File: src/rtl/butterfly_pkg.sv
// Shared parameters and helpers for the radix-2 DIT butterfly.
// Saturation is written over a wide signed value so any component width fits.
package butterfly_pkg;

  localparam int DATA_WIDTH_DEF = 16;
  localparam int CMD_WIDTH_DEF  = 3;
  localparam int TW_FRAC_DEF    = 14;
  localparam int SAT_W          = 64;

  // Clamp v into the signed range of a dw-bit two's complement value.
  function automatic logic signed [SAT_W-1:0] saturate(
    input logic signed [SAT_W-1:0] v,
    input int                      dw
  );
    logic signed [SAT_W-1:0] hi;
    logic signed [SAT_W-1:0] lo;
    hi = (64'sd1 <<< (dw - 1)) - 64'sd1;
    lo = -hi - 64'sd1;
    if (v > hi)      saturate = hi;
    else if (v < lo) saturate = lo;
    else             saturate = v;
  endfunction

endpackage

File: src/rtl/cmul.sv
// Complex multiply B*W: registered full-precision products,
// then combinational round-half-up back to data scale.
module cmul
  import butterfly_pkg::*;
#(
  parameter int DATA_WIDTH = DATA_WIDTH_DEF,
  parameter int TW_FRAC    = TW_FRAC_DEF
) (
  input  logic                           clk,
  input  logic                           rst_n,
  input  logic [2*DATA_WIDTH-1:0]        b,
  input  logic [2*DATA_WIDTH-1:0]        w,
  output logic signed [2*DATA_WIDTH+1:0] p_re,
  output logic signed [2*DATA_WIDTH+1:0] p_im
);

  localparam int DW = DATA_WIDTH;
  localparam int PR = 2 * DW;
  localparam int PW = 2 * DW + 2;
  localparam logic signed [PW-1:0] HALF = PW'(1) << (TW_FRAC - 1);

  logic signed [DW-1:0] b_re, b_im, w_re, w_im;
  logic signed [PR-1:0] rr, ii, ri, ir;
  logic signed [PW-1:0] re_sum, im_sum;

  assign b_re = b[2*DW-1:DW];
  assign b_im = b[DW-1:0];
  assign w_re = w[2*DW-1:DW];
  assign w_im = w[DW-1:0];

  always_ff @(posedge clk or negedge rst_n) begin
    if (!rst_n) begin
      rr <= '0;
      ii <= '0;
      ri <= '0;
      ir <= '0;
    end else begin
      rr <= b_re * w_re;
      ii <= b_im * w_im;
      ri <= b_re * w_im;
      ir <= b_im * w_re;
    end
  end

  assign re_sum = PW'(rr) - PW'(ii) + HALF;
  assign im_sum = PW'(ri) + PW'(ir) + HALF;
  assign p_re   = re_sum >>> TW_FRAC;
  assign p_im   = im_sum >>> TW_FRAC;

endmodule

File: src/rtl/butterfly.sv
// Two-stage radix-2 DIT butterfly: out_a = A + B*W, out_b = A - B*W,
// saturated, with a command tag delayed alongside the data.
module butterfly
  import butterfly_pkg::*;
#(
  parameter int DATA_WIDTH = DATA_WIDTH_DEF,
  parameter int CMD_WIDTH  = CMD_WIDTH_DEF,
  parameter int TW_FRAC    = TW_FRAC_DEF
) (
  input  logic                    clk,
  input  logic                    rst_n,
  input  logic [2*DATA_WIDTH-1:0] in_a,
  input  logic [2*DATA_WIDTH-1:0] in_b,
  input  logic [2*DATA_WIDTH-1:0] w,
  input  logic [CMD_WIDTH-1:0]    m_in,
  output logic [2*DATA_WIDTH-1:0] out_a,
  output logic [2*DATA_WIDTH-1:0] out_b,
  output logic [CMD_WIDTH-1:0]    m_out
);

  localparam int DW = DATA_WIDTH;
  localparam int PW = 2 * DW + 2;
  localparam int SW = PW + 1;

  logic [2*DW-1:0]      a_q;
  logic [CMD_WIDTH-1:0] m_q;
  logic signed [PW-1:0] p_re, p_im;
  logic signed [DW-1:0] a_re, a_im;
  logic signed [SW-1:0] sum_re, sum_im, dif_re, dif_im;
  logic [DW-1:0]        oa_re, oa_im, ob_re, ob_im;

  cmul #(
    .DATA_WIDTH (DATA_WIDTH),
    .TW_FRAC    (TW_FRAC)
  ) u_cmul (
    .clk   (clk),
    .rst_n (rst_n),
    .b     (in_b),
    .w     (w),
    .p_re  (p_re),
    .p_im  (p_im)
  );

  always_ff @(posedge clk or negedge rst_n) begin
    if (!rst_n) begin
      a_q <= '0;
      m_q <= '0;
    end else begin
      a_q <= in_a;
      m_q <= m_in;
    end
  end

  assign a_re = a_q[2*DW-1:DW];
  assign a_im = a_q[DW-1:0];

  always_comb begin
    sum_re = SW'(a_re) + SW'(p_re);
    sum_im = SW'(a_im) + SW'(p_im);
    dif_re = SW'(a_re) - SW'(p_re);
    dif_im = SW'(a_im) - SW'(p_im);
    oa_re  = DW'(saturate(SAT_W'(sum_re), DW));
    oa_im  = DW'(saturate(SAT_W'(sum_im), DW));
    ob_re  = DW'(saturate(SAT_W'(dif_re), DW));
    ob_im  = DW'(saturate(SAT_W'(dif_im), DW));
  end

  always_ff @(posedge clk or negedge rst_n) begin
    if (!rst_n) begin
      out_a <= '0;
      out_b <= '0;
      m_out <= '0;
    end else begin
      out_a <= {oa_re, oa_im};
      out_b <= {ob_re, ob_im};
      m_out <= m_q;
    end
  end

endmodule

File: config.mk
export PLATFORM = sky130hd
export DESIGN_NAME = butterfly
export DESIGN_NICKNAME = d
export VERILOG_FILES = /design/src/rtl/butterfly_pkg.sv /design/src/rtl/cmul.sv /design/src/rtl/butterfly.sv
export SDC_FILE = /design/constraint.sdc
export NUM_CORES = 2
export LEC_CHECK = 0
export ABC_CLOCK_PERIOD_IN_PS = 11800
export CORE_MARGIN = 2
export CORE_UTILIZATION = 55
export DETAILED_ROUTE_END_ITERATION = 6
export GPL_ROUTABILITY_DRIVEN = 1
export PLACE_DENSITY = 0.73
export SYNTH_ARGS = -nofsm -noshare
export SYNTH_HDL_FRONTEND = slang
export SYNTH_HIERARCHICAL = 1
export SYNTH_SLANG_ARGS = --single-unit
export TNS_END_PERCENT = 50
File: constraint.sdc
create_clock -name clk -period 11.8 [get_ports clk]
set_input_delay 2.36 -clock clk [delete_from_list [all_inputs] [get_ports clk]]
set_output_delay 2.36 -clock clk [all_outputs]
set_load 0.02 [all_outputs]
Fig. 1: PDN straps and rails
Scale bar: 100 um. Pins as bars on the die edge.
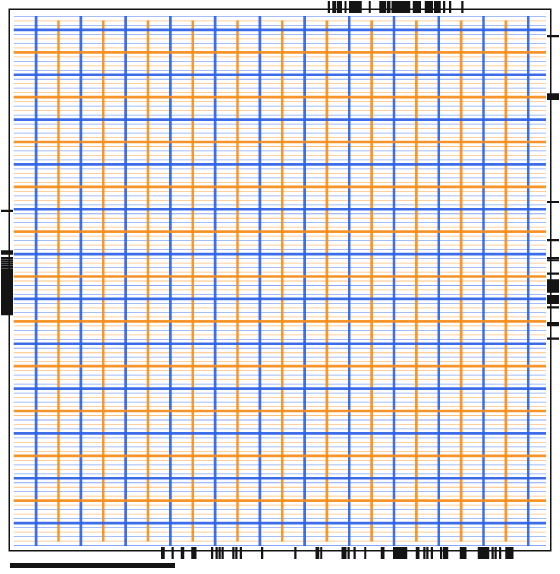
legend:
  VDD:
    color: orange
  VSS:
    color: blue
met5 straps: 23
met1 rails: 119
rows: 118
met4 straps: 23
signal pins: 168
die span in x: 328 um

Fig. 2: placement by cell class
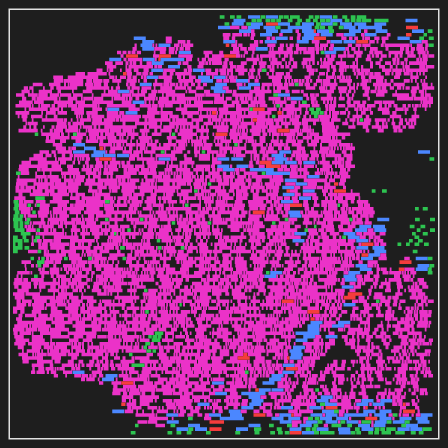
legend:
  other buffers and delay cells:
    color: green
    cells: 244
  flip-flops:
    color: blue
    cells: 230
  all other logic:
    color: magenta
    cells: 5875
  clock drivers and dummy loads:
    color: red
    cells: 53
placement row count: 118
Layout Cell Area excl Fill: 61300 um^2
share of the core filled with cells in the final layout: 59.2%

==> run summary <==
Physical implementation status

The CTS report gives the tree buffer count as 29. For met1 alone, demand over resource in global routing was roughly two fifths. The number of DRC violations after detailed-routing iteration 0 stands at between 3000 and 4000. The layout filler cell count stands at about 9000. CTS built an H-tree with a depth of 1. In this run the most used layer during global routing was met2.

At the pin with the least slew margin, the transition time is ~1.4 ns. After detailed routing, the number of vias per cell comes to 5.64. In this run the top signal layer used is met5. The routed wire length stands at around 150000 um. The later pin in the worst-skew pair is clocked with a latency of approximately 0.62 ns. On the reported timing paths, the clock transition at the registers reads approximately 0.06 ns.

The worst path needs slightly above 9 ns of the cycle, external delays included. The met1 layer wirelength in the final routing stands at 63200 um. For this run, the leading register cell type out of synthesis is dfrtp_1. In the Yosys stats the netlist draws on slightly above 100 distinct library cells. Routability-driven placement finished with a final weighted congestion of between 0.9 and 1. According to the hold report, the worst path is of the flip-flop to flip-flop type. Summing the sequential cell areas from Yosys gives under 10% of the chip area. The total of flip-flops plus latches after synthesis stands at around 230.

According to the I/O placement log, the pin count is 168. The count of instances resized after the clock tree is built stands at 0. The total of warnings raised by yosys stands at 6. The signal arrival time at the worst endpoint stands at between 9 and 10 ns. The cell count after synthesis stands at approximately 6400. Global routing finished with a remaining overflow of 0.

The delay of the slowest cell on the worst path stands at approximately 1.0 ns. The maximum number of pins on one net before global-route repair stands at between 100 and 150. The area of the mapped netlist stands at around 58000 um^2. The initial antenna violation count stands at 12.

The number of buffers on the longest clock path stands at 3. Per the final layout report, the fraction of cells sized above drive strength 1 comes to 3.06%. The number of global-route vias before repair stands at between 40000 and 50000. The post-detailed-route count of antenna-violating nets stands at 0. The number of synthesized flops with an enable pin stands at 0. The overall routing resource usage stands at 28.2%. The total of hold buffers inserted after clock tree synthesis stands at 0. On the final layout, the worst clock skew is about 0.015 ns. The final routed wire length divided by cell count stands at about 19 um. The root buffer cell chosen for the clock tree is clkbuf_16. The tool warning count for the run is slightly below 100.

Wire segments on met2 add up to a little under 70000 um in the final route. Endpoints with negative setup slack in the final report add up to 0. The met3 global-route usage stands at under 10%. The most common logic cell in the final layout is inv_1.

The setup TNS after final layout stands at 0 ns. The area of the synthesized netlist per yosys stat stands at around 58000 um^2. The number of nets handed over by synthesis was 8138.

The worst pin sits at a relative slew slack of under 10%. The total number of nets in the final design stands at 8121. Summed over all nets, wire length on met3 after detailed routing comes to 10300 um. The number of standard cells reported by yosys stands at between 6000 and 7000. Summing over every cut layer, the via total after detailed routing is 43900.

Detailed placement reports a standard cell area of slightly above 60000 um^2. The HPWL reported at the end of detailed placement stands at roughly 120000 um. The first global-routing pass estimated ~240000 um of wire. The data required time of the critical path stands at 12.33 ns. The effective utilization at floorplan stands at between 50% and 60%.

The number of max-cap violations stands at 0. On met2, the global router reports a usage of 46.0%. Per the STA report, the cell with the highest stage delay on the worst path is clkdlybuf4s50_1. The worst setup path is of the input port to flip-flop kind. The flow ran to the end, and the final reports show no timing, DRC or antenna violations. TritonCTS built the clock tree. The final timing report lists a max-slew violation count of 0. The number of remaining DRC errors stands at 0. The highest clock frequency the design can meet stands at 109 MHz. The port buffer count stands at 167. The die footprint stands at approximately 110000 um^2. Leaving out fill and tap cells, the most frequent cells in the layout are inv_1 (1329), fa_1 (1052), nand2_1 (613). The worst-path maximum fanout stands at 21. The floorplan step defined a core boundary enclosing between 100000 and 150000 um^2.

Walking the worst path, the cells encountered are clkdlybuf4s50_1 > buf_4 > and2_1 > fa_1 > inv_1 > fa_1 > fa_1 > inv_1 > fa_1 > fa_1 > inv_1 > fa_1 > inv_1 > ha_1 > a211oi_1 > nand2b_1 > a21oi_1 > o21ai_1 > a211oi_1 > nor3_1 > or3_1 > a21oi_1 > xnor2_1.
## path summary, 6_finish.rpt
path	start	endpoint	slack [ns]	cells after the start
setup / recovery	w[20]	u_cmul/ir[30]	2.60	23
hold / removal	m_q[1]	m_out[1]	0.35	0
setup reg to reg	u_cmul/ri[10]	out_a[6]	3.70	25
hold reg to reg	m_q[1]	m_out[1]	0.35	0
max in group asynchronous	rst_n	a_q[31]	7.67	3
min in group asynchronous	rst_n	u_cmul/ir[27]	1.83	1
## layout make-up
type | count | area [um^2] | share of cell area (%)
Clock buffer | 33 | 751 | 1.22
Antenna cell | 5 | 12.5 | 0.0204
Sequential cell | 230 | 5760 | 9.39
Timing Repair Buffer | 244 | 2240 | 3.66
Clock inverter | 20 | 226 | 0.369
Multi-Input combinational cell | 4542 | 45600 | 74.4
Inverter | 1333 | 5000 | 8.16
Tap cell | 1380 | 1730 | 2.82
## cells by family (layout without fill, tap and decap cells)
| kind of cell | count (synthesis) | count (layout) | share of synthesized area, % |
|---|---|---|---|
| other | 0 | 5 | 0 |
| buffers and inverters | 1625 | 1630 | 10.9 |
| AOI/OAI and AO/OA | 849 | 849 | 10.1 |
| muxes | 14 | 14 | 0.254 |
| adders and majority gates | 1640 | 1640 | 49.3 |
| DFF | 230 | 230 | 9.99 |
| xor gates and xnor gates | 272 | 272 | 4.14 |
| and+or+nand+nor | 1767 | 1767 | 15.3 |
## cells in the mapped netlist, types with 13 or more instances
cell type,count,area share [%]
nor2b_1,28,0.30
nor2_1,255,1.7
a211o_1,13,0.20
a211oi_1,39,0.51
ha_1,588,13
o211ai_1,31,0.40
nand2_1,613,4.0
clkbuf_1,226,1.5
dfrtp_1,230,10
xnor2_1,210,3.2
and3_1,21,0.23
a21oi_1,227,2.0
a31oi_1,24,0.26
fa_1,1052,37
o21ai_0,153,1.3
nor4_1,34,0.37
nand3_1,42,0.36
buf_2,24,0.21
o21bai_1,40,0.52
o21a_1,33,0.43
xor2_1,62,0.94
buf_4,32,0.42
and2_1,508,5.5
nand4_1,37,0.40
a21o_1,87,1.1
or3_1,23,0.25
nand2b_1,48,0.52
inv_1,1329,8.7
nor3_1,91,0.79
o31ai_1,31,0.40
## critical path: cells and delay by family
family / cells / cell delay (ns)
adder cells (fa/ha/maj): 7 / 3.27
XOR/XNOR: 1 / 0.13
AND-OR/OR-AND: 5 / 1.44
AND/OR/NAND/NOR: 4 / 0.81
buffers and inverters: 6 / 1.69
## metrics by stage
step	hold WS [ns]	cells	util, %	worst slack, ns
CTS	0.353	7782	59.1	2.64
global route	0.371	7785	59.1	2.24
detailed placement	0.339	7729	58.2	2.01
global placement	0.332	7729	58.2	2.14
finish	0.350	7787	59.2	2.60
floorplan	0.331	6397	-	3.78
## sequential cells by signal, summed over array words and instances, names as in the netlist, 32 cells and up
register	cells
a_q	32
out_a	32
u_cmul/rr	32
u_cmul/ri	32
u_cmul/ir	32
u_cmul/ii	32
out_b	32
